--- src/rtl/proc_ctrl_pkg.sv ---
// Shared encodings for the accumulator processor control path: opcodes,
// controller state encoding, ALU operation select and opcode decode helpers.
package proc_ctrl_pkg;

  typedef enum logic [2:0] {
    ST_IDLE   = 3'd0,
    ST_FETCH  = 3'd1,
    ST_DECODE = 3'd2,
    ST_MEM    = 3'd3,
    ST_HALT   = 3'd4
  } state_t;

  typedef enum logic [2:0] {
    ALU_PASS = 3'd0,
    ALU_ADD  = 3'd1,
    ALU_SUB  = 3'd2,
    ALU_AND  = 3'd3,
    ALU_OR   = 3'd4
  } alu_op_t;

  localparam logic [3:0] OP_NOP = 4'h0;
  localparam logic [3:0] OP_LDA = 4'h1;
  localparam logic [3:0] OP_STA = 4'h2;
  localparam logic [3:0] OP_ADD = 4'h3;
  localparam logic [3:0] OP_SUB = 4'h4;
  localparam logic [3:0] OP_AND = 4'h5;
  localparam logic [3:0] OP_OR  = 4'h6;
  localparam logic [3:0] OP_JMP = 4'h7;
  localparam logic [3:0] OP_JZ  = 4'h8;
  localparam logic [3:0] OP_OUT = 4'h9;
  localparam logic [3:0] OP_HLT = 4'hF;

  localparam int unsigned WAIT_CNT_W = 8;

  // ALU operation applied while the operand access is in flight; LDA passes data through.
  function automatic alu_op_t alu_op_for(input logic [3:0] opcode);
    alu_op_t op_s;
    case (opcode)
      OP_ADD:  op_s = ALU_ADD;
      OP_SUB:  op_s = ALU_SUB;
      OP_AND:  op_s = ALU_AND;
      OP_OR:   op_s = ALU_OR;
      default: op_s = ALU_PASS;
    endcase
    return op_s;
  endfunction

  function automatic logic is_mem_op(input logic [3:0] opcode);
    logic mem_s;
    case (opcode)
      OP_LDA, OP_STA, OP_ADD, OP_SUB, OP_AND, OP_OR: mem_s = 1'b1;
      default:                                       mem_s = 1'b0;
    endcase
    return mem_s;
  endfunction

endpackage

--- src/rtl/proc_ctrl_fsm_if.sv ---
// Control bundle between the sequencer (master) and the datapath/memory side
// (slave): instruction/status inputs, memory handshake and datapath strobes.
interface proc_ctrl_fsm_if;
  import proc_ctrl_pkg::*;

  logic       start;
  logic [3:0] ir_opcode;
  logic       acc_zero;
  logic       mem_ack;

  logic       mem_req;
  logic       mem_we;
  logic       mem_sel;
  logic       ir_load;
  logic       pc_inc;
  logic       pc_load;
  logic       acc_load;
  logic       out_load;
  logic [2:0] alu_op;
  logic       halted;
  logic       err;
  logic [2:0] state;

  modport master (
    input  start, ir_opcode, acc_zero, mem_ack,
    output mem_req, mem_we, mem_sel, ir_load, pc_inc, pc_load,
           acc_load, out_load, alu_op, halted, err, state
  );

  modport slave (
    output start, ir_opcode, acc_zero, mem_ack,
    input  mem_req, mem_we, mem_sel, ir_load, pc_inc, pc_load,
           acc_load, out_load, alu_op, halted, err, state
  );
endinterface

--- src/rtl/proc_wait_timer.sv ---
// Memory wait-cycle counter. expired flags the wait cycle whose increment
// would bring the count to WAIT_MAX, so the controller can time out next edge.
module proc_wait_timer
  import proc_ctrl_pkg::*;
#(
  parameter int unsigned WAIT_MAX = 15
) (
  input  logic clk,
  input  logic rst,
  input  logic clear,
  input  logic count_en,
  output logic expired
);

  localparam logic [WAIT_CNT_W-1:0] LAST_WAIT = WAIT_CNT_W'(WAIT_MAX - 1);

  logic [WAIT_CNT_W-1:0] count_r;

  // Wait-cycle count; cleared whenever the controller is not stalled on memory.
  always_ff @(posedge clk) begin
    if (rst) begin
      count_r <= '0;
    end else if (clear) begin
      count_r <= '0;
    end else if (count_en) begin
      count_r <= count_r + 8'd1;
    end else begin
      count_r <= count_r;
    end
  end

  assign expired = count_en && (count_r == LAST_WAIT);

endmodule

--- src/rtl/proc_ctrl_fsm.sv ---
// Instruction sequencer for the accumulator processor: fetch/decode/operand
// access with a memory wait timeout that parks the core in HALT with err set.
module proc_ctrl_fsm
  import proc_ctrl_pkg::*;
#(
  parameter int unsigned WAIT_MAX = 15
) (
  input logic            clk,
  input logic            rst,
  proc_ctrl_fsm_if.master bus
);

  state_t  state_r;
  state_t  next_state_s;
  logic    err_r;
  logic    halted_r;
  logic    wait_cycle_s;
  logic    expired_s;

  logic    mem_req_s;
  logic    mem_we_s;
  logic    mem_sel_s;
  logic    ir_load_s;
  logic    pc_inc_s;
  logic    pc_load_s;
  logic    acc_load_s;
  logic    out_load_s;
  alu_op_t alu_op_s;

  // A wait cycle is a FETCH/MEM cycle without ack; reset suppresses counting.
  assign wait_cycle_s = ((state_r == ST_FETCH) || (state_r == ST_MEM)) &&
                        !bus.mem_ack && !rst;

  proc_wait_timer #(
    .WAIT_MAX (WAIT_MAX)
  ) u_wait_timer (
    .clk      (clk),
    .rst      (rst),
    .clear    (!wait_cycle_s),
    .count_en (wait_cycle_s),
    .expired  (expired_s)
  );

  // Next-state decode; ack is checked before expiry so a late ack still completes.
  always_comb begin
    next_state_s = state_r;
    case (state_r)
      ST_IDLE: begin
        if (bus.start) next_state_s = ST_FETCH;
        else           next_state_s = ST_IDLE;
      end
      ST_FETCH: begin
        if (bus.mem_ack)    next_state_s = ST_DECODE;
        else if (expired_s) next_state_s = ST_HALT;
        else                next_state_s = ST_FETCH;
      end
      ST_DECODE: begin
        if (is_mem_op(bus.ir_opcode))      next_state_s = ST_MEM;
        else if (bus.ir_opcode == OP_HLT)  next_state_s = ST_HALT;
        else                               next_state_s = ST_FETCH;
      end
      ST_MEM: begin
        if (bus.mem_ack)    next_state_s = ST_FETCH;
        else if (expired_s) next_state_s = ST_HALT;
        else                next_state_s = ST_MEM;
      end
      ST_HALT: begin
        if (bus.start && !err_r) next_state_s = ST_FETCH;
        else                     next_state_s = ST_HALT;
      end
      default: next_state_s = ST_IDLE;
    endcase
  end

  // State, sticky timeout flag and halted indication.
  always_ff @(posedge clk) begin
    if (rst) begin
      state_r  <= ST_IDLE;
      err_r    <= 1'b0;
      halted_r <= 1'b0;
    end else begin
      state_r  <= next_state_s;
      err_r    <= err_r | expired_s;
      halted_r <= (next_state_s == ST_HALT);
    end
  end

  // Datapath strobes decoded from current state and inputs; reset forces them low.
  always_comb begin
    mem_req_s  = 1'b0;
    mem_we_s   = 1'b0;
    mem_sel_s  = 1'b0;
    ir_load_s  = 1'b0;
    pc_inc_s   = 1'b0;
    pc_load_s  = 1'b0;
    acc_load_s = 1'b0;
    out_load_s = 1'b0;
    alu_op_s   = ALU_PASS;
    if (rst) begin
      mem_req_s = 1'b0;
    end else begin
      case (state_r)
        ST_FETCH: begin
          mem_req_s = 1'b1;
          ir_load_s = bus.mem_ack;
          pc_inc_s  = bus.mem_ack;
        end
        ST_DECODE: begin
          case (bus.ir_opcode)
            OP_JMP:  pc_load_s  = 1'b1;
            OP_JZ:   pc_load_s  = bus.acc_zero;
            OP_OUT:  out_load_s = 1'b1;
            default: out_load_s = 1'b0;
          endcase
        end
        ST_MEM: begin
          mem_req_s  = 1'b1;
          mem_sel_s  = 1'b1;
          mem_we_s   = (bus.ir_opcode == OP_STA);
          alu_op_s   = alu_op_for(bus.ir_opcode);
          acc_load_s = bus.mem_ack && (bus.ir_opcode != OP_STA);
        end
        default: mem_req_s = 1'b0;
      endcase
    end
  end

  assign bus.mem_req  = mem_req_s;
  assign bus.mem_we   = mem_we_s;
  assign bus.mem_sel  = mem_sel_s;
  assign bus.ir_load  = ir_load_s;
  assign bus.pc_inc   = pc_inc_s;
  assign bus.pc_load  = pc_load_s;
  assign bus.acc_load = acc_load_s;
  assign bus.out_load = out_load_s;
  assign bus.alu_op   = alu_op_s;
  assign bus.halted   = halted_r;
  assign bus.err      = err_r;
  assign bus.state    = state_r;

endmodule

--- src/flat_wrapper.sv ---
// flat-port wrapper written by rule: the top's interface ports become plain ports
module proc_ctrl_fsm_flat import proc_ctrl_pkg::*;
#(
  parameter int unsigned WAIT_MAX = 15
)
  (clk, rst, bus_start, bus_ir_opcode, bus_acc_zero, bus_mem_ack, bus_mem_req, bus_mem_we, bus_mem_sel, bus_ir_load, bus_pc_inc, bus_pc_load, bus_acc_load, bus_out_load, bus_alu_op, bus_halted, bus_err, bus_state);
  proc_ctrl_fsm_if bus_i ();
  input logic clk;
  input logic rst;
  input wire logic [$bits(bus_i.start)-1:0] bus_start;
  input wire logic [$bits(bus_i.ir_opcode)-1:0] bus_ir_opcode;
  input wire logic [$bits(bus_i.acc_zero)-1:0] bus_acc_zero;
  input wire logic [$bits(bus_i.mem_ack)-1:0] bus_mem_ack;
  output wire logic [$bits(bus_i.mem_req)-1:0] bus_mem_req;
  output wire logic [$bits(bus_i.mem_we)-1:0] bus_mem_we;
  output wire logic [$bits(bus_i.mem_sel)-1:0] bus_mem_sel;
  output wire logic [$bits(bus_i.ir_load)-1:0] bus_ir_load;
  output wire logic [$bits(bus_i.pc_inc)-1:0] bus_pc_inc;
  output wire logic [$bits(bus_i.pc_load)-1:0] bus_pc_load;
  output wire logic [$bits(bus_i.acc_load)-1:0] bus_acc_load;
  output wire logic [$bits(bus_i.out_load)-1:0] bus_out_load;
  output wire logic [$bits(bus_i.alu_op)-1:0] bus_alu_op;
  output wire logic [$bits(bus_i.halted)-1:0] bus_halted;
  output wire logic [$bits(bus_i.err)-1:0] bus_err;
  output wire logic [$bits(bus_i.state)-1:0] bus_state;
  assign bus_i.start = bus_start;
  assign bus_i.ir_opcode = bus_ir_opcode;
  assign bus_i.acc_zero = bus_acc_zero;
  assign bus_i.mem_ack = bus_mem_ack;
  assign bus_mem_req = bus_i.mem_req;
  assign bus_mem_we = bus_i.mem_we;
  assign bus_mem_sel = bus_i.mem_sel;
  assign bus_ir_load = bus_i.ir_load;
  assign bus_pc_inc = bus_i.pc_inc;
  assign bus_pc_load = bus_i.pc_load;
  assign bus_acc_load = bus_i.acc_load;
  assign bus_out_load = bus_i.out_load;
  assign bus_alu_op = bus_i.alu_op;
  assign bus_halted = bus_i.halted;
  assign bus_err = bus_i.err;
  assign bus_state = bus_i.state;
  proc_ctrl_fsm #(.WAIT_MAX(WAIT_MAX)) u_core (.clk(clk), .rst(rst), .bus(bus_i));
endmodule
--- config.mk ---
export PLATFORM = sky130hd
export DESIGN_NAME = proc_ctrl_fsm_flat
export DESIGN_NICKNAME = d
export VERILOG_FILES = /design/src/rtl/proc_ctrl_pkg.sv /design/src/rtl/proc_ctrl_fsm_if.sv /design/src/rtl/proc_wait_timer.sv /design/src/rtl/proc_ctrl_fsm.sv /design/src/flat_wrapper.sv
export SDC_FILE = /design/constraint.sdc
export NUM_CORES = 1
export LEC_CHECK = 0
export CAP_MARGIN = 20
export CORE_MARGIN = 5
export CORE_UTILIZATION = 30
export CTS_BUF_LIST = sky130_fd_sc_hd__clkbuf_4 sky130_fd_sc_hd__clkbuf_8
export DETAILED_ROUTE_END_ITERATION = 6
export SYNTH_ARGS = -nofsm -noshare
export SYNTH_HDL_FRONTEND = slang
export SYNTH_HIERARCHICAL = 1
export SYNTH_SLANG_ARGS = --single-unit
--- constraint.sdc ---
create_clock -name clk -period 4.8 [get_ports clk]
set_input_delay 0.96 -clock clk [delete_from_list [all_inputs] [get_ports clk]]
set_output_delay 0.96 -clock clk [all_outputs]
set_load 0.02 [all_outputs]
==> job_summary.md, run 1 <==
### Metrics collected by this job

| Metric | Value |
|---|---|
| Maxcap violations | 0 |
| Critical Path Start Type | input port |
| Mapped Cells | 103 |
| Setup TNS | 0 ns |
| Final setup fails | 0 |
| Top Metal Used | met4 |
| Worst Reg-to-Reg Cells | 8 |
| Placed instance count | 152 |
| Global placement routability congestion | 0.761 |
| Postcts setup bufs | 0 |
| Worst ir drop on vdd | 0.124 mV |
| Worst R2R Start | u_core/bus.state[0]$_SDFF_PP0_ |
| WL met1 | 878 microns |
| Largest fanout on the critical path | 5 |
| GRT busiest layer | met2 |
| Clk_skew | 0.00318 ns |
| Clock transition at the registers of the reported paths | 0.07 ns |
| Initial antenna violation count | 0 |
| Fp util | 30.4% |
| Yosys stat area | 817 sq um |
| Tool warnings | 27 |
| Met1 Use GR | 12.8% |
| Xor+xnor area frac | 5.36% |
| CTS resizes | 0 |
| Wire length per cell | 12.2 microns |
| Residual DRC | 0 |
| Outcome | completed |
| Root Buffer | clkbuf_4 |
| Vias | 804 |
| Violation tally from detailed-route iteration zero | 50 |
| Netlist cell types | 37 |
| Placed cell area | 1060 sq um |
| Non-Filler Instances | 156 |
| Met3 usage | 3.24% |
| Design area | 1090 sq um |
| Setup crit end | bus_alu_op[0] |
| Cts bufs inserted | 3 |
[run 1: worst min path at each step]
stage / startpoint / endpoint / slack (ns)
5_1_grt: u_core/u_wait_timer/count_r[7]$_SDFFE_PP0P_ / u_core/u_wait_timer/count_r[7]$_SDFFE_PP0P_ / 0.54
4_1_cts: u_core/u_wait_timer/count_r[7]$_SDFFE_PP0P_ / u_core/u_wait_timer/count_r[7]$_SDFFE_PP0P_ / 0.50
6_report: u_core/u_wait_timer/count_r[7]$_SDFFE_PP0P_ / u_core/u_wait_timer/count_r[7]$_SDFFE_PP0P_ / 0.49
2_1_floorplan: u_core/u_wait_timer/count_r[7]$_SDFFE_PP0P_ / u_core/u_wait_timer/count_r[7]$_SDFFE_PP0P_ / 0.46
3_3_place_gp: u_core/u_wait_timer/count_r[7]$_SDFFE_PP0P_ / u_core/u_wait_timer/count_r[7]$_SDFFE_PP0P_ / 0.48
3_5_place_dp: u_core/u_wait_timer/count_r[7]$_SDFFE_PP0P_ / u_core/u_wait_timer/count_r[7]$_SDFFE_PP0P_ / 0.48
[run 1: worst max-delay path: stages]
cell and delay, ns:
clkdlybuf4s50_1 0.47, nor3b_1 0.24, nand2_1 0.12, nor4b_1 0.26, clkdlybuf4s50_1 0.66
[run 1: final cells by class]
cell class / instances / share of cell area (%)
Multi-Input combinational cell: 81 / 46.6
Sequential cell: 13 / 23.9
Timing Repair Buffer: 24 / 22.1
Tap cell: 31 / 3.57
Clock buffer: 4 / 2.76
Inverter: 3 / 1.04
[run 1: report_power, final]
| group | leakage (uW) | switching [uW] | total (uW) | internal, uW |
|---|---|---|---|---|
| logic | 0.000231 | 17.2 | 34.5 | 17.3 |
| registers | 0.000105 | 2.76 | 112 | 109 |
| clock network | 0.0000184 | 32.5 | 70.3 | 37.8 |
| total | 0.000355 | 52.5 | 217 | 164 |
[run 1: placed cells by master, fill, tap and decap left out, drive strengths merged, types with 4 or more instances in the layout]
cell / instances
nand4: 4
dfxtp: 13
o21ai: 5
nand2: 5
clkdlybuf4s50: 24
nand3: 6
nand2b: 7
nor2: 14
clkbuf: 4
a21oi: 5
[run 1: kinds of logic after synthesis]
group,Yosys count
buffers and inverters,9
DFF,13
xor gates and xnor gates,5
adders and majority gates,2
AOI/OAI and AO/OA,16
and+or+nand+nor,58
[run 1: Yosys cell counts]
master and instances:
a211oi_1 1, a21boi_1 1, a21oi_1 5, a31oi_1 2
a32oi_1 1, and2b_1 1, and3_4 1, and4_1 1
buf_2 1, buf_4 2, buf_6 1, clkbuf_1 2
dfxtp_1 13, ha_1 2, inv_1 3, nand2_1 5
nand2b_1 7, nand3_1 6, nand3b_1 1, nand4_1 3
nand4_2 1, nand4b_1 2, nor2_1 14, nor2b_1 3
nor3_1 1, nor3b_1 2, nor3b_2 1, nor4_1 2
nor4b_1 1, o21ai_0 5, o311ai_0 1, or2_1 1
or2_2 1, or3_1 3, or4b_1 1, xnor2_1 2
xor2_1 3
[run 1: sequential cells by signal, indices dropped and copies added, names as in the netlist]
register	count
u_core/bus.err	1
u_core/bus.halted	1
u_core/bus.state	3
u_core/u_wait_timer/count_r	8
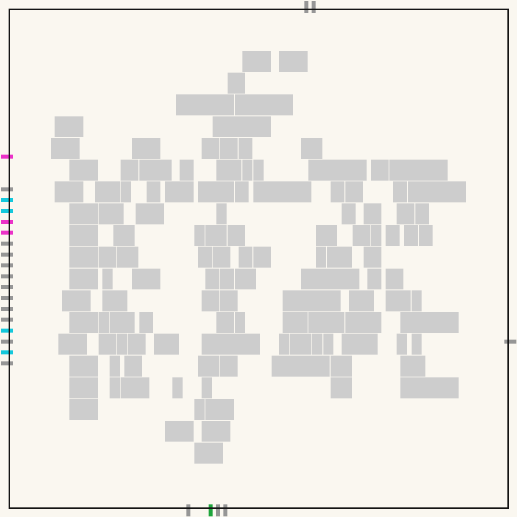
Figure 1: run 1, pin placement.
Scale: 8 px per micron. Pins as bars across the die edge, other pins in grey.
legend:
  bus_ir_opcode:
    colour: cyan
    pins: 4
    direction: input
    edge: west
  bus_state:
    colour: magenta
    pins: 3
    direction: output
    edge: west
  bus_ir_load:
    colour: green
    pins: 1
    direction: output
    edge: south
all pins by edge: 18 west, 4 south, 2 north, 1 east

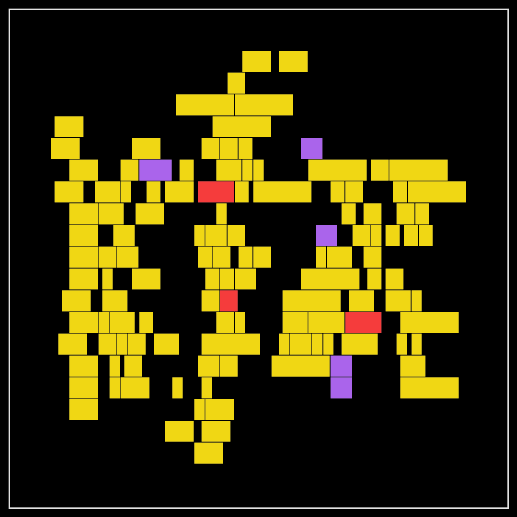
Figure 2: run 1, cell sizes after repair.
Scale: 8 px per micron.
legend:
  drive 1 or less:
    colour: yellow
    cells: 117
    share: 94%
  drive 3 to 4:
    colour: purple
    cells: 5
    share: 4.0%
  drive 2:
    colour: red
    cells: 3
    share: 2.4%

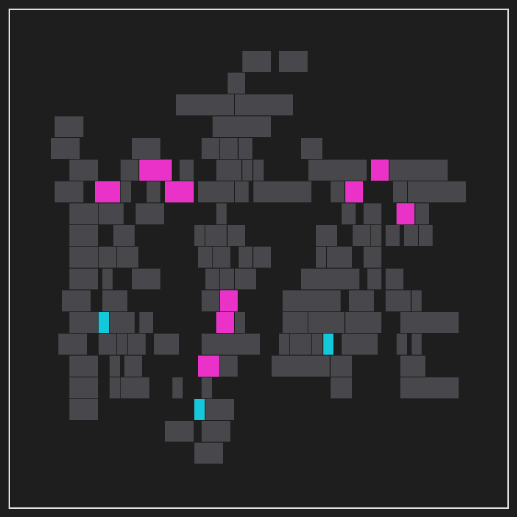
Figure 3: run 1, gate families picked out.
Scale: 8 px per micron.
legend:
  inverters:
    colour: cyan
    cells: 3
    most_used: inv_1
  AND and OR gates:
    colour: magenta
    cells: 9
    most_used: or3_1

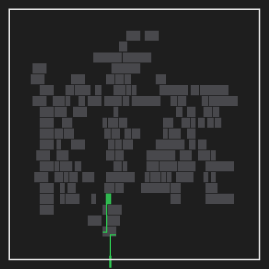
Figure 4: run 1, port wiring.
Scale: 4 px per micron.
legend:
  bus_ir_load:
    colour: green
    bits: 1
    direction: output
    end_cells: 1
    buffers: 1
    wire: 15.4 microns

Figure 5. Placed standard cells (run 1).
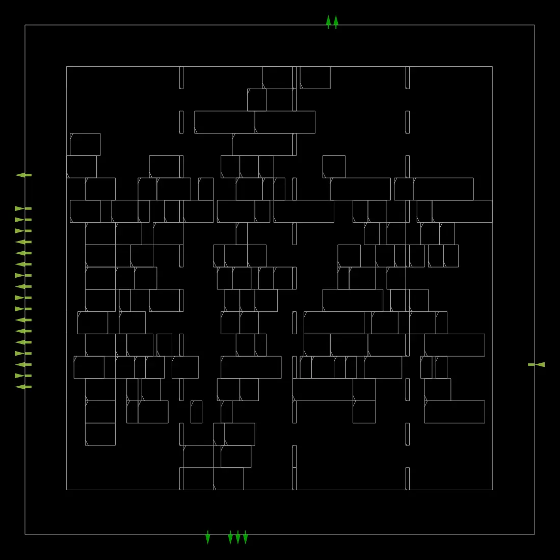

--- run 2 (diff from run 1) ---
==> constraint.sdc (replaced) <==
create_clock -name clk -period 3.3 [get_ports clk]
set_input_delay 0.66 -clock clk [delete_from_list [all_inputs] [get_ports clk]]
set_output_delay 0.66 -clock clk [all_outputs]
set_load 0.02 [all_outputs]
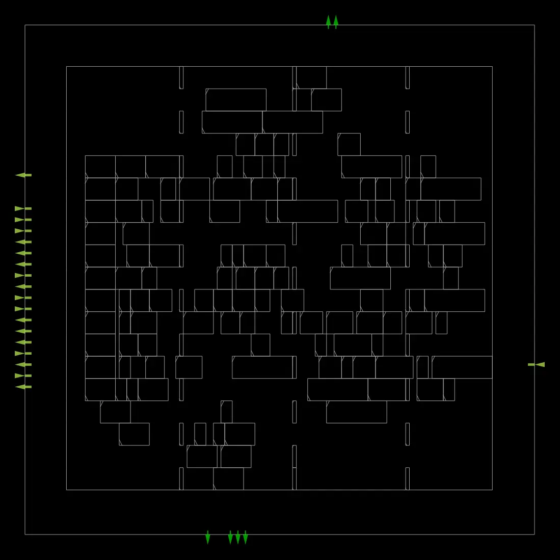
Figure 6: run 2, placed standard cells.
final core utilization: 41.0%
Non-Filler Instances: 158
Tap Cells: 31

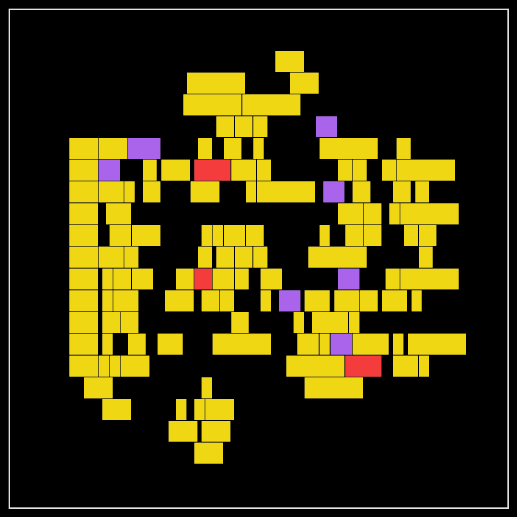
Figure 7: run 2, cell sizes after repair.
Scale: 8 px per micron.
legend:
  drive 3 to 4:
    colour: purple
    cells: 7
    share: 5.5%
  drive 1 or less:
    colour: yellow
    cells: 117
    share: 92%
  drive 2:
    colour: red
    cells: 3
    share: 2.4%

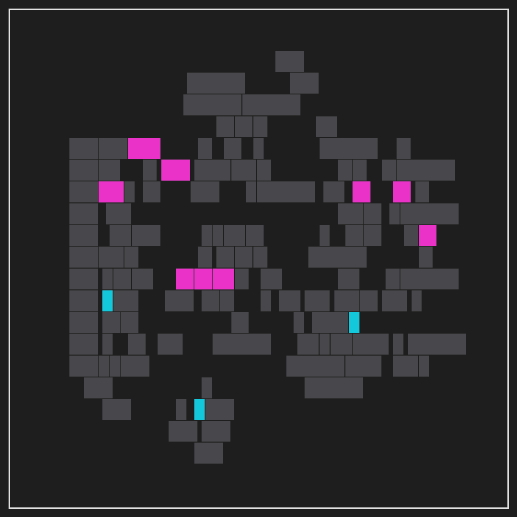
Figure 8: run 2, gate families picked out.
Scale: 8 px per micron.
legend:
  AND and OR gates:
    colour: magenta
    cells: 9
    most_used: or3_1
  inverters:
    colour: cyan
    cells: 3
    most_used: inv_1

==> run 2 against run 1 <==
Non-clock buffer count grew 2; largest cell class unchanged; synthesized cell count did not move; global-route usage up 0.079 points; utilization is 0.56 points higher; worst hold slack improved by 0.0036 ns; worst setup slack worse by 0.92 ns; highest routed layer unchanged; largest power group unchanged; count of clock-buffer cells in the layout unchanged.
==> job_summary.md, run 2 <==
### Metrics collected by this job

| Metric | Value |
|---|---|
| Maxcap violations | 0 (unchanged) |
| Most frequent CP cell | clkdlybuf4s50_1 (unchanged) |
| Wire length per cell | 12.5 microns (was 12.2 microns) |
| Outcome | completed (unchanged) |
| Residual DRC | 0 (unchanged) |
| Clock transition at the registers of the reported paths | 0.07 ns (about the same) |
| Worst-path cell chain | clkdlybuf4s50_1, nor3b_1, nand2_1, nor4b_1, clkdlybuf4s50_1 (unchanged) |
| Top cells by count, synth | nor2_1, dfxtp_1, nand2b_1, nand3_1 (unchanged) |
| Max incr delay on CP | 0.66 ns (about the same) |
| CTS resizes | 0 (unchanged) |
| Async set or reset register ratio after synthesis | 0% (unchanged) |
| Max reg flops | 8 (unchanged) |
| Top reg by flops | u_core/u_wait_timer/count_r (unchanged) |
| Placed cell area | 1070 sq um (was 1060 sq um) |
| Tool warnings | 27 (unchanged) |
| Design area | 1100 sq um (was 1090 sq um) |
| Yosys stat area | 817 sq um (unchanged) |
| Worst Reg-to-Reg Cells | 8 (unchanged) |
| Mapped Cells | 103 (unchanged) |
| Global placement routability congestion | 0.801 (was 0.761) |
| Critical Path Start Type | input port (unchanged) |
| Initial antenna violation count | 0 (unchanged) |
| Clock Power Share | 32.4% (about the same) |
| Cell family with most CP delay | buffers and inverters (unchanged) |
| Setup TNS | 0 ns (unchanged) |
| WP buf/inv | 2 (unchanged) |
| Switching Power | 77.7 uW (was 52.5 uW) |
| Cts bufs inserted | 3 (unchanged) |
| Clk_skew | 0.00293 ns (was 0.00318 ns) |
| Sw Share | 24.4% (was 24.2%) |
| Most frequent logic cell in the layout | clkdlybuf4s50_1 (unchanged) |
| Setup crit end | bus_alu_op[0] (unchanged) |
| Internal cell power | 240 uW (was 164 uW) |
| Top cells excl fill/tap | clkdlybuf4s50_1, nor2_1, dfxtp_1 (unchanged) |
| Vias | 816 (was 804) |
| Worst R2R Start | u_core/bus.state[0]$_SDFF_PP0_ (unchanged) |
| Flop pwr share | 51.3% (was 51.6%) |
| Worst ir drop on vdd | 0.179 mV (was 0.124 mV) |
| Netlist cell types | 37 (unchanged) |
| Root Buffer | clkbuf_4 (unchanged) |
==> run 2: cell counts after synthesis <==
No cell type changed its count.
==> run 2: worst min-delay path, stage by stage, from the launching register on <==
cell	delay (ns)
dfxtp_1	0.32
o21ai_0	0.07
a21oi_1	0.06
==> run 2: routing by layer <==
| layer | GRT usage (%) | routed length, microns | vias to the layer above | part of all wire [%] |
|---|---|---|---|---|
| met5 | 0 | 0 | - | 0 |
| met4 | 4.34 | 14 | 0 | 0.71 |
| met3 | 5.23 | 175 | 2 | 8.9 |
| met2 | 17.2 | 907 | 33 | 46 |
| met1 | 12.0 | 873 | 364 | 44 |
| li1 | - | - | 417 | - |
==> run 2: final cells by class <==
| type | count | area (sq um) |
|---|---|---|
| clock buffer | 4 | 30.0 |
| fill | 287 | 1580 |
| inverter | 3 | 11.3 |
| multi-input combinational | 81 | 507 |
| sequential | 13 | 260 |
| tap | 31 | 38.8 |
| timing repair buffer | 26 | 255 |
==> run 2: kinds of logic after synthesis <==
logic type	count (synthesis)	share of synthesized area, %
adder cells (fa/ha/maj)	2	3.06
buffers and inverters	9	6.12
AND/OR/NAND/NOR	58	42.0
AND-OR/OR-AND	16	11.6
XOR/XNOR	5	5.36
flip-flops	13	31.9
==> run 2: how the worst min path moves through the flow <==
stage | start | endpoint | cells past startpoint
6_report | u_core/u_wait_timer/count_r[7]$_SDFFE_PP0P_ | u_core/u_wait_timer/count_r[7]$_SDFFE_PP0P_ | 2
5_1_grt | u_core/u_wait_timer/count_r[6]$_SDFFE_PP0P_ | u_core/u_wait_timer/count_r[6]$_SDFFE_PP0P_ | 2
4_1_cts | u_core/u_wait_timer/count_r[7]$_SDFFE_PP0P_ | u_core/u_wait_timer/count_r[7]$_SDFFE_PP0P_ | 2
3_5_place_dp | u_core/u_wait_timer/count_r[7]$_SDFFE_PP0P_ | u_core/u_wait_timer/count_r[7]$_SDFFE_PP0P_ | 2
3_3_place_gp | u_core/u_wait_timer/count_r[7]$_SDFFE_PP0P_ | u_core/u_wait_timer/count_r[7]$_SDFFE_PP0P_ | 2
2_1_floorplan | u_core/u_wait_timer/count_r[7]$_SDFFE_PP0P_ | u_core/u_wait_timer/count_r[7]$_SDFFE_PP0P_ | 2
==> run 2: power groups by stage <==
stage          sequential [uW]  combinational, uW  clock [uW]
2_1_floorplan              168               27.8           0
3_3_place_gp               166               51.6           0
5_1_grt                    163               56.8         118
6_report                   163               52.0         103
4_1_cts                    163               52.2         109
3_5_place_dp               166               52.0           0
==> run 2: through the flow <==
step | setup WS, ns | power, uW | util (%) | hold slack (ns) | instances
after CTS | 0.198 | 324 | 41.0 | 0.493 | 158
final | 0.213 | 318 | 41.0 | 0.495 | 158
after global placement | 0.262 | 218 | 39.9 | 0.480 | 154
after floorplan | 0.922 | 195 | - | 0.458 | 103
after global routing | 0.0567 | 338 | 41.0 | 0.548 | 158
after detailed placement | 0.227 | 218 | 39.9 | 0.481 | 154
Power and IR drop assume default switching activity.
